**src/rtl/packet_snooper_pkg.sv**
```systemverilog
// Shared definitions for the P3 snooper/forwarder pair: FSM state encoding and
// a TKEEP popcount helper.
package packet_snooper_pkg;

  typedef enum logic [2:0] {
    ST_IDLE,
    ST_WRITE,
    ST_FLUSH,
    ST_DONE,
    ST_DROP
  } sn_state_t;

  // Widest byte-enable vector supported (DATA_WIDTH up to 512).
  localparam int unsigned MAX_KEEP_WIDTH = 64;

  function automatic int unsigned popcount(input logic [MAX_KEEP_WIDTH-1:0] keep);
    int unsigned cnt;
    cnt = 0;
    for (int unsigned i = 0; i < MAX_KEEP_WIDTH; i++) begin
      if (keep[i]) cnt++;
    end
    return cnt;
  endfunction

endpackage

```
**src/rtl/packet_snooper_keep_popcount.sv**
```systemverilog
// Combinational byte counter: number of set TKEEP bits, sized to INC_WIDTH.
module keep_popcount
  import packet_snooper_pkg::*;
#(
  parameter int unsigned KEEP_WIDTH = 8,
  parameter int unsigned INC_WIDTH  = 8
) (
  input  logic [KEEP_WIDTH-1:0] keep,
  output logic [INC_WIDTH-1:0]  count
);

  logic [MAX_KEEP_WIDTH-1:0] keep_ext;

  assign keep_ext = MAX_KEEP_WIDTH'(keep);
  assign count    = INC_WIDTH'(popcount(keep_ext));

endmodule

```
**src/rtl/packet_snooper.sv**
```systemverilog
// Passive AXI-Stream tap that copies whole packets into the P3 buffer offered
// to the snooper, dropping (and counting) packets when no buffer is available.
module packet_snooper
  import packet_snooper_pkg::*;
#(
  parameter int unsigned SN_ADDR_WIDTH = 9,
  parameter int unsigned DATA_WIDTH    = 64,
  parameter int unsigned INC_WIDTH     = 8
) (
  input  logic                     clk,
  input  logic                     rst_n,
  input  logic [DATA_WIDTH-1:0]    snoop_TDATA,
  input  logic [DATA_WIDTH/8-1:0]  snoop_TKEEP,
  input  logic                     snoop_TLAST,
  input  logic                     snoop_TVALID,
  input  logic                     snoop_TREADY,
  output logic [SN_ADDR_WIDTH-1:0] sn_addr,
  output logic [DATA_WIDTH-1:0]    sn_wr_data,
  output logic                     sn_wr_en,
  output logic [INC_WIDTH-1:0]     sn_byte_inc,
  input  logic                     rdy_for_sn,
  output logic                     rdy_for_sn_ack,
  output logic                     sn_done,
  input  logic                     sn_done_ack,
  output logic [31:0]              drop_cnt
);

  localparam logic [SN_ADDR_WIDTH-1:0] ADDR_MAX = '1;

  sn_state_t                state;
  logic                     sop;
  logic                     pend_drop;
  logic                     pend_next;
  logic                     full;
  logic                     beat;
  logic [SN_ADDR_WIDTH-1:0] wr_ptr;
  logic [INC_WIDTH-1:0]     keep_cnt;
  logic [31:0]              drop_sat;

  keep_popcount #(
    .KEEP_WIDTH(DATA_WIDTH/8),
    .INC_WIDTH (INC_WIDTH)
  ) u_keep_popcount (
    .keep (snoop_TKEEP),
    .count(keep_cnt)
  );

  assign beat     = snoop_TVALID & snoop_TREADY;
  assign drop_sat = (drop_cnt == '1) ? drop_cnt : drop_cnt + 32'd1;

  // Tracks whether a packet dropped during FLUSH/DONE is still in flight,
  // including a beat that arrives in the same cycle as the done ack.
  always_comb begin
    pend_next = pend_drop;
    if (beat) begin
      if (sop)              pend_next = ~snoop_TLAST;
      else if (snoop_TLAST) pend_next = 1'b0;
    end
  end

  always_ff @(posedge clk or negedge rst_n) begin
    if (!rst_n) begin
      state          <= ST_IDLE;
      sop            <= 1'b1;
      pend_drop      <= 1'b0;
      full           <= 1'b0;
      wr_ptr         <= '0;
      sn_addr        <= '0;
      sn_wr_data     <= '0;
      sn_wr_en       <= 1'b0;
      sn_byte_inc    <= '0;
      rdy_for_sn_ack <= 1'b0;
      sn_done        <= 1'b0;
      drop_cnt       <= '0;
    end else begin
      sn_wr_en       <= 1'b0;
      rdy_for_sn_ack <= 1'b0;
      if (beat) sop <= snoop_TLAST;

      case (state)
        ST_IDLE: begin
          if (beat && sop) begin
            if (rdy_for_sn) begin
              rdy_for_sn_ack <= 1'b1;
              sn_wr_en       <= 1'b1;
              sn_addr        <= '0;
              sn_wr_data     <= snoop_TDATA;
              sn_byte_inc    <= keep_cnt;
              wr_ptr         <= SN_ADDR_WIDTH'(1);
              full           <= 1'b0;
              pend_drop      <= 1'b0;
              state          <= snoop_TLAST ? ST_FLUSH : ST_WRITE;
            end else begin
              drop_cnt <= drop_sat;
              if (!snoop_TLAST) state <= ST_DROP;
            end
          end
        end

        ST_WRITE: begin
          if (beat) begin
            // Past the last address the packet is truncated, never wrapped.
            if (!full) begin
              sn_wr_en    <= 1'b1;
              sn_addr     <= wr_ptr;
              sn_wr_data  <= snoop_TDATA;
              sn_byte_inc <= keep_cnt;
              if (wr_ptr == ADDR_MAX) full   <= 1'b1;
              else                    wr_ptr <= wr_ptr + SN_ADDR_WIDTH'(1);
            end
            if (snoop_TLAST) begin
              pend_drop <= 1'b0;
              state     <= ST_FLUSH;
            end
          end
        end

        ST_FLUSH: begin
          if (beat && sop) drop_cnt <= drop_sat;
          pend_drop <= pend_next;
          sn_done   <= 1'b1;
          state     <= ST_DONE;
        end

        ST_DONE: begin
          if (beat && sop) drop_cnt <= drop_sat;
          pend_drop <= pend_next;
          if (sn_done_ack) begin
            sn_done <= 1'b0;
            state   <= pend_next ? ST_DROP : ST_IDLE;
          end
        end

        ST_DROP: begin
          if (beat && snoop_TLAST) state <= ST_IDLE;
        end

        default: state <= ST_IDLE;
      endcase
    end
  end

endmodule

```
**config.mk**
```make
export PLATFORM = sky130hd
export DESIGN_NAME = packet_snooper
export DESIGN_NICKNAME = d
export VERILOG_FILES = /design/src/rtl/packet_snooper_pkg.sv /design/src/rtl/packet_snooper_keep_popcount.sv /design/src/rtl/packet_snooper.sv
export SDC_FILE = /design/constraint.sdc
export NUM_CORES = 1
export LEC_CHECK = 0
export ABC_AREA = 1
export CORE_ASPECT_RATIO = 1.25
export CORE_UTILIZATION = 51
export CTS_CLUSTER_SIZE = 20
export DETAILED_ROUTE_END_ITERATION = 6
export GPL_TIMING_DRIVEN = 0
export PLACE_DENSITY = 0.86
export SLEW_MARGIN = 15
export SYNTH_ARGS = -nofsm -noshare
export SYNTH_HDL_FRONTEND = slang
export SYNTH_SLANG_ARGS = --single-unit
```
**constraint.sdc**
```tcl
create_clock -name clk -period 3.6 [get_ports clk]
set_clock_uncertainty 0.15 [all_clocks]
set_input_delay 0.72 -clock clk [delete_from_list [all_inputs] [get_ports clk]]
set_output_delay 0.72 -clock clk [all_outputs]
set_load 0.05 [all_outputs]
```
Run 1, M1 wires:
Scale bar: 20 um. Supply wires on this layer in grey.
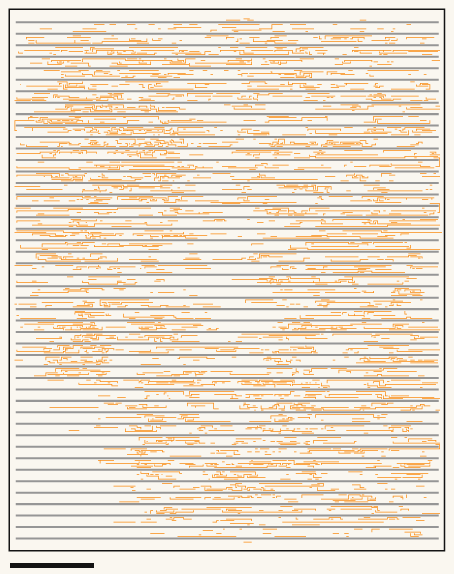
nets with wire on the layer: 991
main direction: horizontal
longest straight run: 31.3 um
wire length on this layer: 6690 um

Run 1, metal 2:
Scale bar: 20 um.
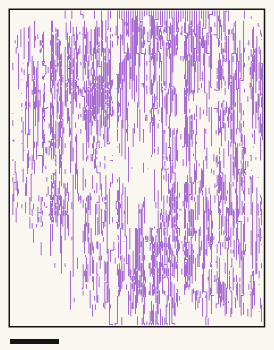
main direction: vertical
nets with wire on the layer: 945
wire length on this layer: 9380 um
longest straight run: 42.2 um
GR Layer Usage met2: 49.5%
routed wire length: 18.2 mm
Vias: 6086

Run 1, metal 3:
Cells faint in the background.
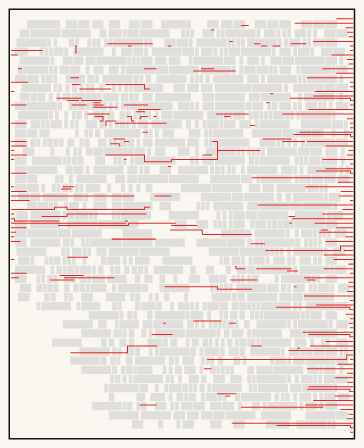
longest straight run: 41.6 um
wire length on this layer: 1550 um
share of all routed wire: 8.6%

==> reports/metrics.csv, run 1 <==
metric,value,unit
status,"complete, no violations",
ys_area,6480,sq um
die_y,128,um
edf_count,0,
antennaDiodeCount,0,
cts_setup_buffers,2,
drive_gt1_share,12.1,%
grt_overflow,0,
area.combinational,2880,sq um
die_x,103,um
tool_warnings,29,
fill_cells,855,
cts.sinks,131,
yosysWarningCount,0,
drtAntennaViolNets,0,
topCellsByArea,"dfrtp_1, nand2_1, inv_1",
min_path_type,primary input to asynchronous set/reset pin,
grt_pass1_vias,6098,
dp_slack,-0.798,ns
slew_violations,0,
place_congestion,0.927,
port_buffers,194,
place_hpwl,13.1,mm
muxShareOfSynthArea,0.174,%
clock_latency,0.42,ns
end_kind,flop,
cts_buffers,17,
worstMarginPinSlew,0.604,ns
required,3.76,ns
yosysTopAreaCellShare,50.2,%
cts-resized-gates,12,
drcViolationCount,0,
ios,195,
grt_start_max_net_pins,77,
track_usage,28.2,%
row_count,45,
finalSetupViolations,0,
cts.clk_slew.worst_paths,0.06,ns
power_density,922,nW/um^2
finalClockPeriodUsage,96.2,%
yosys.area.top_type,dfrtp_1,
rsz0062_at_grt,false,
finalHoldViolCount,0,
coreArea,12300,sq um
common_cells,"nand2_1, dfrtp_1, inv_1, nor2_1, o21ai_0",
ys_sh_aoi,4.56,%
final_nets,1101,
ys_sh_adder,2.12,%
post_synth_num_cell_types,37,
setup_tns,0,ns
grt_antenna_before_repair,1,
synth_area,6480,sq um
avgRoutedWirePerCell,15.3,um
crit_arrival,3.62,ns
relSlewSlack,59.6,%
cts_tree,yes,
die_area,13200,sq um
max_cap_viol_count,0,
cp-start-kind,primary input,
syn_to_final_growth,45.4,%
final.setup.worst_slack,0.139,ns
synth_cells,795,
first_pass_iters,5,
timing.fmax,0.289,GHz
grt_pass1_wl,28.3,mm
ir_worst_vdd,482,uV
cts_hold_buffers,0,
synth-main-ff-cell,dfrtp_1,
drtIter0Drc,286,
via_per_inst,5.12,
synth_area_per_cell,8.15,sq um
worstPathMaxFanout,3,
logic_family,simple AND/OR/NAND/NOR gates,
ys_seq_share,50.6,%
synth_flops,131,
p_leak,4.56,nW
synthSimpleGateAreaFrac,32.3,%
yosysCellCount,795,
async_flop_share,100,%
fp_util,52.8,%
clockBufferDepth,2,
crit_type,primary input to flop,
layout_min_cycle_time,3.46,ns
flop_area,3280,sq um
cts_max_level,4,
ys_sh_xor,4.05,%
fp_nets,885,
yosysMostFrequentCell,nand2_1,
root_buffer,clkbuf_16,
-- run 1: report_power, final --
part           internal, mW  leakage, nW  switching [mW]  total (mW)
combinational          1.38         2.56            3.06        4.44
sequential             1.97         1.68           0.321        2.29
clock                  1.31        0.326           0.643        1.95
total                  4.66         4.56            4.02        8.69
-- run 1: layer usage --
layer / track usage, % / up-vias / routed length (um) / part of all wire (%)
met5: 0 / - / 13 / 0.072
met4: 13.8 / 2 / 518 / 2.9
met3: 9.05 / 48 / 1550 / 8.6
met2: 49.5 / 256 / 9380 / 52
met1: 30.2 / 2860 / 6690 / 37
li1: - / 2920 / - / -
-- run 1: layout make-up --
| cell class | instances | area share (%) |
|---|---|---|
| plain buffers | 18 | 1.19 |
| inverters | 77 | 3.09 |
| flip-flops and latches | 131 | 34.8 |
| clock buffers | 21 | 5.10 |
| clock inverters | 11 | 2.08 |
| well taps | 164 | 2.18 |
| repair buffers | 197 | 21.0 |
| multi-input cells | 569 | 30.6 |
-- run 1: final timing paths --
path                                start        endpoint  slack, ns  depth (start not counted)
setup / recovery           snoop_TKEEP[0]  sn_byte_inc[4]       0.14                         26
hold / removal                      rst_n    drop_cnt[10]       0.11                          1
setup reg to reg             drop_cnt[23]    drop_cnt[22]       1.36                         11
hold reg to reg                       sop             sop       0.32                          2
max in group asynchronous           rst_n  sn_byte_inc[0]       2.45                          2
min in group clk                      sop             sop       0.32                          2
-- run 1: critical path, cell delays in order --
cell     delay, ns
buf_4         0.10
inv_2         0.05
ha_4          0.28
inv_1         0.05
nand2_2       0.06
nand2_2       0.07
nand3_2       0.07
nand3_2       0.07
and2_4        0.17
ha_1          0.26
nand2_1       0.07
nand2_2       0.08
ha_4          0.27
nand2_2       0.06
nand2_4       0.08
ha_4          0.19
or2_4         0.23
o21ai_4       0.07
inv_2         0.06
ha_2          0.18
nand2_2       0.08
nor2_2        0.05
nand3_1       0.07
nand2_1       0.07
nand3_1       0.09
nand2_1       0.06
-- run 1: metrics by stage --
stage	area [sq um]	std cells	hold slack [ns]	util (%)	power, mW
6_report	9430	1188	0.109	76.8	8.69
5_1_grt	9430	1188	0.151	76.8	9.14
4_1_cts	9420	1188	0.121	76.7	8.73
3_5_place_dp	8720	1154	0.312	71.0	6.70
3_3_place_gp	8690	1153	0.306	70.8	6.58
2_1_floorplan	6540	795	0.274	-	5.20
-- run 1: placed cells by master (no fill, tap or decap), types with 4 or more instances in the layout --
cell type,instances
nand3_2,6
xor2_1,24
clkdlybuf4s50_1,190
clkbuf_16,17
nand2_4,5
buf_4,8
ha_1,7
xnor2_1,6
nand2_1,334
nor4_1,5
nand4_1,13
nor3_1,18
nand2_2,12
inv_1,67
o21ai_0,32
inv_2,9
nor2_1,39
clkbuf_8,4
nand3_1,21
nor3_4,4
nor2_2,8
dfrtp_1,130
o21ai_2,6
buf_2,12
a21oi_1,7
bufinv_16,5
-- run 1: flip-flops by register name, summed over array words and instances, names as in the netlist --
signal	cells
sop	1
rdy_for_sn_ack	1
sn_wr_en	1
state	3
pend_drop	1
sn_byte_inc	8
drop_cnt	32
full	1
wr_ptr	9
sn_done	1
sn_addr	9
sn_wr_data	64
Run 1, track usage over the die:
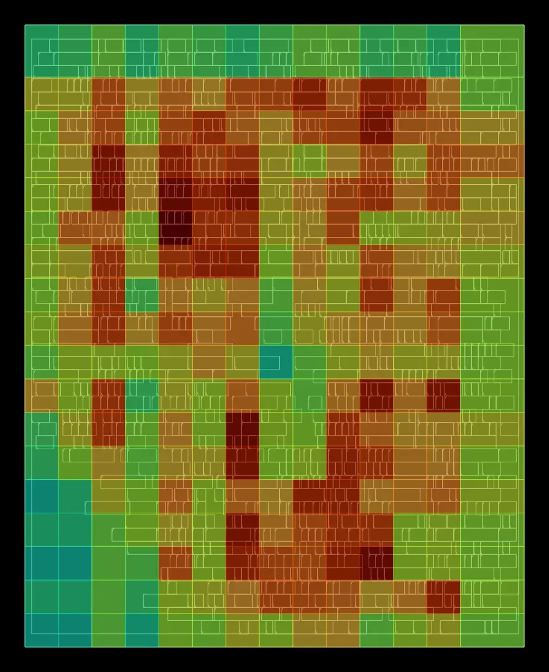

## Run 2: what changed since run 1
- CORE_MARGIN: default -> 3
Run 2, track usage over the die:
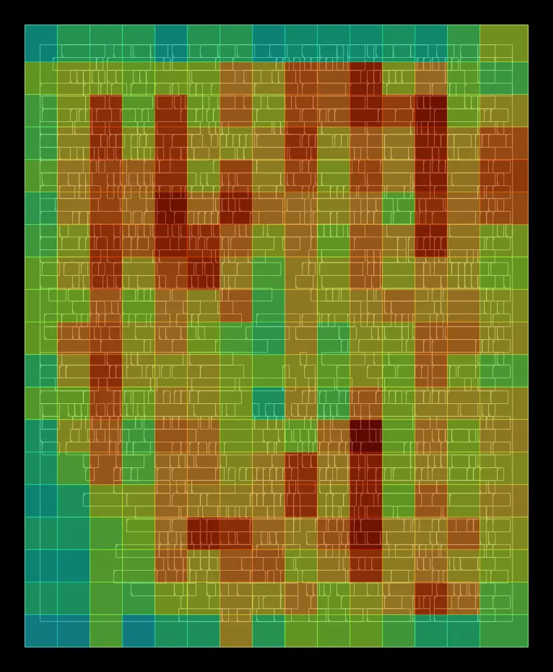
routing usage on met3: 7.89%
GR Layer Usage met2: 48.2%

Run 2, M1 wires:
Scale bar: 20 um. Supply wires on this layer in grey.
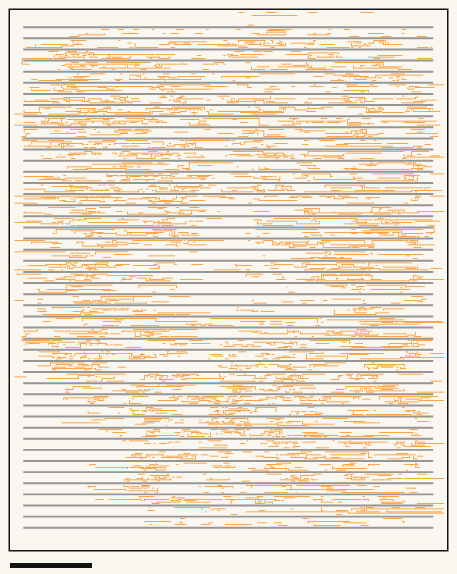
main direction: horizontal
longest straight run: 26.2 um
nets with wire on the layer: 1016
share of all routed wire: 37%

==> run 2 against run 1 <==
Against the previous run: register-to-register slack worse by 0.07 ns; hold slack hardly changed; first-iteration DRC count is 14% higher; die area is 7.1% higher; clock power is about 10% lower; combinational power hardly changed; synthesized cell count stayed put; flip-flop count stayed put; global-route usage is 1.5 points lower.
==> reports/metrics.csv, run 2 <==
metric,value,unit,change
status,"complete, no violations",,
synth_flops,131,,unchanged
finalClockPeriodUsage,95.1,%,-1.0 points
finalSetupViolations,0,,unchanged
switching_share,47.5,%,+1.2 points
fp_nets,885,,unchanged
wl_met1,6.91,mm,+3.3%
grt_overflow,0,,unchanged
die_x,107,um,+3.9%
cts_max_level,4,,unchanged
async_flop_share,100,%,unchanged
yosysTopAreaCellShare,50.2,%,unchanged
yosysCellCount,795,,unchanged
worstMarginPinSlew,0.589,ns,-0.0156 ns
largest_reg_flops,64,,unchanged
clock_latency,0.41,ns,about the same
ys_area,6480,sq um,unchanged
top_layer_used,met5,,
crit_type,primary input to flop,,
seq_power_share,26.9,%,+0.5 points
lay_top_count,nand2_1,,
common_cells,"nand2_1, dfrtp_1, inv_1, nor2_1, o21ai_0",,
power.clock.fraction,20.7,%,-1.7 points
synth_area_per_cell,8.15,sq um,unchanged
drive_gt1_share,12.2,%,+0.062 points
cts.sinks,131,,unchanged
via_per_inst,5.11,,-0.20%
synth_area,6480,sq um,unchanged
crit_arrival,3.57,ns,-0.05 ns
ys_seq_share,50.6,%,unchanged
place_hpwl,14.0,mm,+6.9%
route.met2.wl,9.65,mm,+2.9%
end_kind,flop,,
grt_pass1_wl,30.0,mm,+5.8%
finalHoldViolCount,0,,unchanged
layout_min_cycle_time,3.43,ns,-0.0364 ns
die_area,14100,sq um,+7.1%
coreArea,12300,sq um,unchanged
switchingPower,4.03,mW,+0.23%
yosysWarningCount,0,,unchanged
fin_util,76.4,%,-0.40 points
cp-start-kind,primary input,,
combPwrFrac,52.4,%,+1.3 points
relSlewSlack,60.6,%,+1.0 points
ios,195,,unchanged
wl_met3,1.44,mm,-7.1%
edf_count,0,,unchanged
dp_slack,-0.835,ns,-0.0375 ns
intPower,4.46,mW,-4.4%
drtIter0Drc,326,,+14%
synth_cells,795,,unchanged
max_cap_viol_count,0,,unchanged
top_register,sn_wr_data,,
grt_start_max_net_pins,77,,unchanged
power_density,905,nW/um^2,-1.8%
timing.fmax,0.292,GHz,+1.1%
lay_top_cells,"nand2_1, clkdlybuf4s50_1, dfrtp_1",,
grt_antenna_before_repair,1,,unchanged
avgRoutedWirePerCell,15.5,um,+1.7%
slew_violations,0,,unchanged
yosys.area.top_type,dfrtp_1,,
cts_hold_buffers,0,,unchanged
final.setup.worst_slack,0.175,ns,+0.0364 ns
die_y,132,um,+3.1%
drcViolationCount,0,,unchanged
track_usage,26.7,%,-1.5 points
min_path_type,primary input to asynchronous set/reset pin,,
topCellsByArea,"dfrtp_1, nand2_1, inv_1",,
grt_pass1_vias,6125,,+0.44%
cts_tree,yes,,
p_leak,4.54,nW,-0.48%
dr_total_vias,6094,,+0.13%
largestRegisters,"sn_wr_data (64), drop_cnt (32)",,
row_count,45,,unchanged
synth-main-ff-cell,dfrtp_1,,
port_buffers,194,,unchanged
post_synth_num_cell_types,37,,unchanged
cts.clk_slew.worst_paths,0.06,ns,about the same
required,3.75,ns,about the same
root_buffer,clkbuf_16,,
drtAntennaViolNets,0,,unchanged
fp_util,52.8,%,unchanged
cts_buffers,17,,unchanged
clockBufferDepth,2,,unchanged
routed_wl,18.5,mm,+2.0%
place_congestion,0.890,,-3.9%
worstPathMaxFanout,3,,unchanged
first_pass_iters,5,,unchanged
tool_warnings,29,,unchanged
ir_worst_vdd,471,uV,-2.2%
final_nets,1104,,+0.27%
syn_to_final_growth,44.6,%,
yosysMostFrequentCell,nand2_1,,
==> run 2: cell counts after synthesis <==
Identical to the previous run, type by type.
==> run 2: worst paths after layout <==
check                      slack, ns  depth (start not counted)             end            from
max                             0.17                         26  sn_byte_inc[4]  snoop_TKEEP[1]
min                             0.11                          1  sn_wr_data[29]           rst_n
max reg2reg                     1.29                         11    drop_cnt[25]     drop_cnt[0]
min reg2reg                     0.33                          2             sop             sop
max in group asynchronous       2.42                          2             sop           rst_n
min in group clk                0.33                          2             sop             sop
==> run 2: cell families after synthesis <==
kind of cell	count (synthesis)	synth area share [%]
compound gates	50	4.56
xor+xnor	30	4.05
fa+ha+maj	11	2.12
buf+inv	95	6.23
flops	131	50.6
mux	1	0.174
simple gates	477	32.3
==> run 2: layout make-up <==
type | instances | area [sq um]
Fill cell | 846 | 2900
Clock inverter | 15 | 181
Inverter | 77 | 292
Sequential cell | 131 | 3280
Tap cell | 164 | 205
Timing Repair Buffer | 200 | 2000
Buffer | 18 | 113
Clock buffer | 17 | 425
Antenna cell | 1 | 2.50
Multi-Input combinational cell | 569 | 2880
==> run 2: repair_timing <==
action / 4_1_cts / 5_1_grt
buffers inserted: 4 / 1
pin swaps: 2 / 2
endpoints found under the setup margin: 4 / 4
resized: 10 / 8
==> run 2: worst max-delay path: stages <==
cell and delay (ns):
buf_4 0.12, inv_2 0.08, ha_4 0.21, nand2_2 0.09, inv_2 0.04, nor2_2 0.13, nand2_1 0.08, nand3_2 0.08
and2_4 0.14, ha_1 0.21, nand2_1 0.07, nand2_2 0.07, ha_4 0.27, nand2_2 0.06, nand2_4 0.07, ha_4 0.19
or2_4 0.23, o21ai_4 0.07, inv_2 0.07, ha_2 0.18, nand2_2 0.09, nor2_2 0.05, nand3_1 0.06, nand2_1 0.05
nand3_1 0.06, nand2_1 0.06
==> run 2: stage by stage <==
step / hold WS (ns) / area [sq um] / power [mW] / TNS, ns / cells
2_1_floorplan: 0.274 / 6540 / 5.20 / 0 / 795
3_3_place_gp: 0.306 / 8690 / 6.59 / -446.36 / 1153
3_5_place_dp: 0.314 / 8720 / 6.71 / -2.91 / 1154
4_1_cts: 0.118 / 9360 / 8.52 / 0 / 1190
5_1_grt: 0.131 / 9370 / 8.95 / -0.0141 / 1191
6_report: 0.108 / 9380 / 8.49 / 0 / 1192
==> run 2: routing by layer <==
layer,track usage (%),vias to the layer above
li1,-,2940
met1,29.4,2882
met2,48.2,225
met3,7.89,45
met4,9.67,2
met5,0,-
==> run 2: power groups by stage <==
stage	sequential (mW)	combinational [mW]	clock, mW
5_1_grt	2.33	4.77	1.86
6_report	2.28	4.45	1.76
3_3_place_gp	2.27	4.31	0
2_1_floorplan	3.76	1.44	0
3_5_place_dp	2.29	4.42	0
4_1_cts	2.28	4.47	1.78
No activity file was given, so power comes from the tool's default toggle rates.
